$ cat config.mk
export PLATFORM = sky130hd
export DESIGN_NAME = cmplx_mult_seq
export DESIGN_NICKNAME = d
export VERILOG_FILES = /design/src/rtl/cmplx_mult_seq.sv
export SDC_FILE = /design/constraint.sdc
export NUM_CORES = 1
export LEC_CHECK = 0
export ABC_AREA = 1
export CAP_MARGIN = 5
export CORE_MARGIN = 2
export CORE_UTILIZATION = 35
export CTS_CLUSTER_DIAMETER = 100
export CTS_CLUSTER_SIZE = 28
export DETAILED_ROUTE_END_ITERATION = 10
export GPL_ROUTABILITY_DRIVEN = 0
export PLACE_DENSITY = 0.59
export SLEW_MARGIN = 20
export SYNTH_ARGS = -nofsm -noshare
export SYNTH_HDL_FRONTEND = slang
export SYNTH_SLANG_ARGS = --single-unit
$ cat constraint.sdc
create_clock -name clk -period 7.7 [get_ports clk]
set_clock_uncertainty 0.1 [all_clocks]
set_input_delay 1.155 -clock clk [delete_from_list [all_inputs] [get_ports clk]]
set_output_delay 1.155 -clock clk [all_outputs]
set_load 0.01 [all_outputs]
$ cat src/rtl/cmplx_mult_seq.sv
// Sequential complex multiplier: (a+jb)(c+jd) computed with one shared unsigned multiplier over four cycles.
// Optional macro CMPLX_MULT_SEQ_OPCNT_EN adds a 16-bit op_count port counting output handshakes.

module cmplx_mult_seq_umul #(
  parameter int DWIDTH = 8
) (
  input  logic [DWIDTH-1:0]   a,
  input  logic [DWIDTH-1:0]   b,
  output logic [2*DWIDTH-1:0] p
);
  logic [2*DWIDTH-1:0] pp [DWIDTH];

  // Shift-and-add array: one partial product per bit of b.
  generate
    for (genvar gi = 0; gi < DWIDTH; gi++) begin : g_pp
      assign pp[gi] = b[gi] ? ({{DWIDTH{1'b0}}, a} << gi) : '0;
    end
  endgenerate

  always_comb begin
    p = '0;
    for (int i = 0; i < DWIDTH; i++) begin
      p = p + pp[i];
    end
  end
endmodule

module cmplx_mult_seq #(
  parameter int DWIDTH = 8
) (
  input  logic                clk,
  input  logic                rst,
  input  logic                in_valid,
  output logic                in_ready,
  input  logic [DWIDTH-1:0]   in_a,
  input  logic [DWIDTH-1:0]   in_b,
  input  logic [DWIDTH-1:0]   in_c,
  input  logic [DWIDTH-1:0]   in_d,
  output logic                out_valid,
  input  logic                out_ready,
  output logic [2*DWIDTH:0]   out_re,
  output logic [2*DWIDTH:0]   out_im
`ifdef CMPLX_MULT_SEQ_OPCNT_EN
  ,
  output logic [15:0]         op_count
`endif
);
  localparam int RW = 2 * DWIDTH + 1;

  typedef enum logic [2:0] {
    IDLE   = 3'd0,
    MUL_AC = 3'd1,
    MUL_BD = 3'd2,
    MUL_AD = 3'd3,
    MUL_BC = 3'd4,
    DONE   = 3'd5
  } state_t;

  state_t              state_reg;
  logic [DWIDTH-1:0]   a_reg, b_reg, c_reg, d_reg;
  logic [RW-1:0]       re_acc_reg, im_acc_reg;
  logic [RW-1:0]       out_re_reg, out_im_reg;
  logic                in_ready_reg, out_valid_reg;

  logic [DWIDTH-1:0]   mul_x, mul_y;
  logic [2*DWIDTH-1:0] prod;
  logic [RW-1:0]       prod_ext;
  logic [RW-1:0]       im_sum;

  // Operand mux idles at (0,0) so the multiplier does not toggle outside MUL_* states.
  always_comb begin
    mul_x = '0;
    mul_y = '0;
    case (state_reg)
      MUL_AC: begin mul_x = a_reg; mul_y = c_reg; end
      MUL_BD: begin mul_x = b_reg; mul_y = d_reg; end
      MUL_AD: begin mul_x = a_reg; mul_y = d_reg; end
      MUL_BC: begin mul_x = b_reg; mul_y = c_reg; end
      default: begin mul_x = '0; mul_y = '0; end
    endcase
  end

  cmplx_mult_seq_umul #(.DWIDTH(DWIDTH)) u_umul (
    .a (mul_x),
    .b (mul_y),
    .p (prod)
  );

  assign prod_ext = {1'b0, prod};
  assign im_sum   = im_acc_reg + prod_ext;

  // Results land in dedicated output registers so out_re/out_im stay put while the next job accumulates.
  always_ff @(posedge clk or posedge rst) begin
    if (rst) begin
      state_reg     <= IDLE;
      in_ready_reg  <= 1'b1;
      out_valid_reg <= 1'b0;
      a_reg         <= '0;
      b_reg         <= '0;
      c_reg         <= '0;
      d_reg         <= '0;
      re_acc_reg    <= '0;
      im_acc_reg    <= '0;
      out_re_reg    <= '0;
      out_im_reg    <= '0;
    end else begin
      case (state_reg)
        IDLE: begin
          if (in_valid) begin
            a_reg        <= in_a;
            b_reg        <= in_b;
            c_reg        <= in_c;
            d_reg        <= in_d;
            in_ready_reg <= 1'b0;
            state_reg    <= MUL_AC;
          end
        end
        MUL_AC: begin
          re_acc_reg <= prod_ext;
          state_reg  <= MUL_BD;
        end
        MUL_BD: begin
          re_acc_reg <= re_acc_reg - prod_ext;
          state_reg  <= MUL_AD;
        end
        MUL_AD: begin
          im_acc_reg <= prod_ext;
          state_reg  <= MUL_BC;
        end
        MUL_BC: begin
          im_acc_reg    <= im_sum;
          out_re_reg    <= re_acc_reg;
          out_im_reg    <= im_sum;
          out_valid_reg <= 1'b1;
          state_reg     <= DONE;
        end
        DONE: begin
          if (out_ready) begin
            out_valid_reg <= 1'b0;
            in_ready_reg  <= 1'b1;
            state_reg     <= IDLE;
          end
        end
        default: begin
          out_valid_reg <= 1'b0;
          in_ready_reg  <= 1'b1;
          state_reg     <= IDLE;
        end
      endcase
    end
  end

  assign in_ready  = in_ready_reg;
  assign out_valid = out_valid_reg;
  assign out_re    = out_re_reg;
  assign out_im    = out_im_reg;

`ifdef CMPLX_MULT_SEQ_OPCNT_EN
  logic [15:0] op_count_reg;

  always_ff @(posedge clk or posedge rst) begin
    if (rst) begin
      op_count_reg <= '0;
    end else if (out_valid_reg && out_ready) begin
      op_count_reg <= op_count_reg + 16'd1;
    end
  end

  assign op_count = op_count_reg;
`endif

endmodule
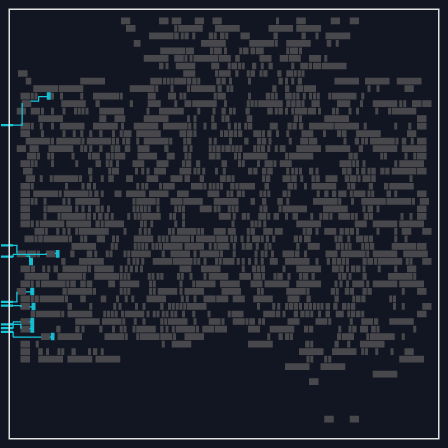
(images/io_fan.png)
- in_a: cyan (direction input; end cells 8; buffers 8; wire 79.3 um)

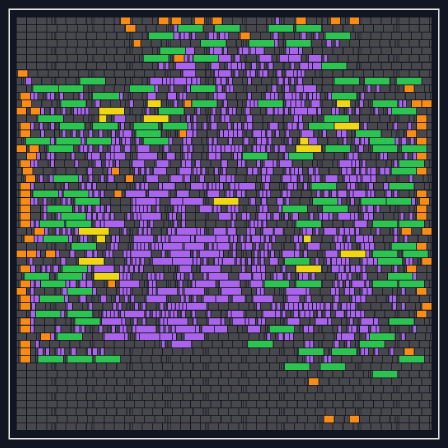
(images/placement_by_type.png)
Fill, decap, tap and diode cells in gray.
- combinational and other logic: purple (cells 945; share of their area 59%)
- other buffers and delay cells: orange (cells 78; share of their area 8.5%)
- flops: green (cells 105; share of their area 29%)
- clock drivers and dummy loads: yellow (cells 16; share of their area 3.5%)

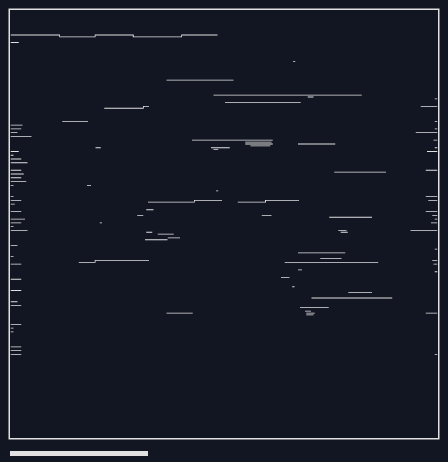
(images/layer_met3.png)
Scale bar: 50 um.
- wire length on this layer: 717 um
- longest straight run: 53.4 um
- main direction: horizontal
GRT met3 Usage: 0.0284
vias after detailed routing: 6757
routed wire length: 19.2 mm

==> results.py <==
# Flow results
metrics = {
    "yosys": {
        "synthFlopType": "sky130_fd_sc_hd__dfrtp_1",
        "synth_top_cell_by_count": "sky130_fd_sc_hd__nand2_1",
        "post_synth.cell_area_avg_sq_um": 7.44,
        "compound_area_frac": 0.115,
        "synth.yosys.seq_area_share": 0.330,
        "synth_nets": 1206,
        "synth_cells": 1071,
        "simple_gate_share": 0.241,
        "ys_ff": 105,
        "synthesis.area_sq_um": 7970,
    },
    "grt": {
        "busiest_layer": "met2",
        "grt_usage": 0.169,
        "grt_max_degree": 70,
    },
    "clock_network": {
        "cts.repair_timing.setup_buffer_count": 0,
        "clk_transition_reported_paths_ns": 0.07,
        "tritoncts_clock_tree": "yes",
        "cts_root_buf": "sky130_fd_sc_hd__clkbuf_16",
    },
    "setup_path": {
        "cp_num_buf_inv": 6,
        "worst_setup_path_start_kind": "flop",
        "r2r_setup_slack_ns": 1.02,
        "worstRegToRegCells": 32,
        "rr_startpoint": "state_reg[0]$_DFFE_PP0P_",
        "worst_setup_path_endpoint": "re_acc_reg[15]$_DFFE_PP0N_",
    },
    "route": {
        "top_signal_layer_used": "met4",
        "route.layer.met1.wl_mm": 9.61,
        "drt_first_iter_violations": 383,
        "drc_errors": 0,
    },
    "sta": {
        "period_used_share": 0.867,
        "post-route-min-period_ns": 6.68,
        "slew_viol_final": 0,
        "finalHoldViolations": 0,
    },
    "min_path": {
        "hold-path-endpoint": "out_re[3]$_DFFE_PP0N_",
        "hold_path_startpoint": "out_re[3]$_DFFE_PP0N_",
    },
    "floorplan": {
        "floorplan.initialDensity": 0.354,
    },
    "run_status": {
        "status": "complete, no violations",
    },
}
layout make-up:
class / count / area, sq um / area share
repair buffers: 78 / 763 / 0.0819
clock buffers: 11 / 253 / 0.0271
inverters: 198 / 746 / 0.0800
clock inverters: 5 / 62.6 / 0.00671
well taps: 285 / 357 / 0.0383
flip-flops and latches: 105 / 2630 / 0.282
multi-input cells: 747 / 4510 / 0.484
per-stage QoR:
step / util / hold slack (ns) / instances
6_report: 0.414 / 0.374 / 1429
5_1_grt: 0.414 / 0.396 / 1429
4_1_cts: 0.414 / 0.383 / 1429
3_5_place_dp: 0.400 / 0.365 / 1413
3_3_place_gp: 0.400 / 0.357 / 1413
2_1_floorplan: - / 0.343 / 1071
placed cells by master (no fill, tap or decap), types with 4 or more instances in the layout:
master and count:
sky130_fd_sc_hd__xnor2_1 5, sky130_fd_sc_hd__nor2_2 4, sky130_fd_sc_hd__fa_1 40, sky130_fd_sc_hd__xor2_1 8
sky130_fd_sc_hd__a21oi_1 52, sky130_fd_sc_hd__nand2_2 4, sky130_fd_sc_hd__inv_2 8, sky130_fd_sc_hd__nand2_1 358
sky130_fd_sc_hd__nand3_1 54, sky130_fd_sc_hd__ha_1 59, sky130_fd_sc_hd__o21ai_0 60, sky130_fd_sc_hd__a31oi_1 10
sky130_fd_sc_hd__buf_4 7, sky130_fd_sc_hd__nand4_1 8, sky130_fd_sc_hd__clkdlybuf4s50_1 71, sky130_fd_sc_hd__nor2_1 40
sky130_fd_sc_hd__o221ai_1 11, sky130_fd_sc_hd__o21bai_1 4, sky130_fd_sc_hd__inv_1 189, sky130_fd_sc_hd__clkbuf_16 9
sky130_fd_sc_hd__o22ai_1 7, sky130_fd_sc_hd__dfrtp_1 104
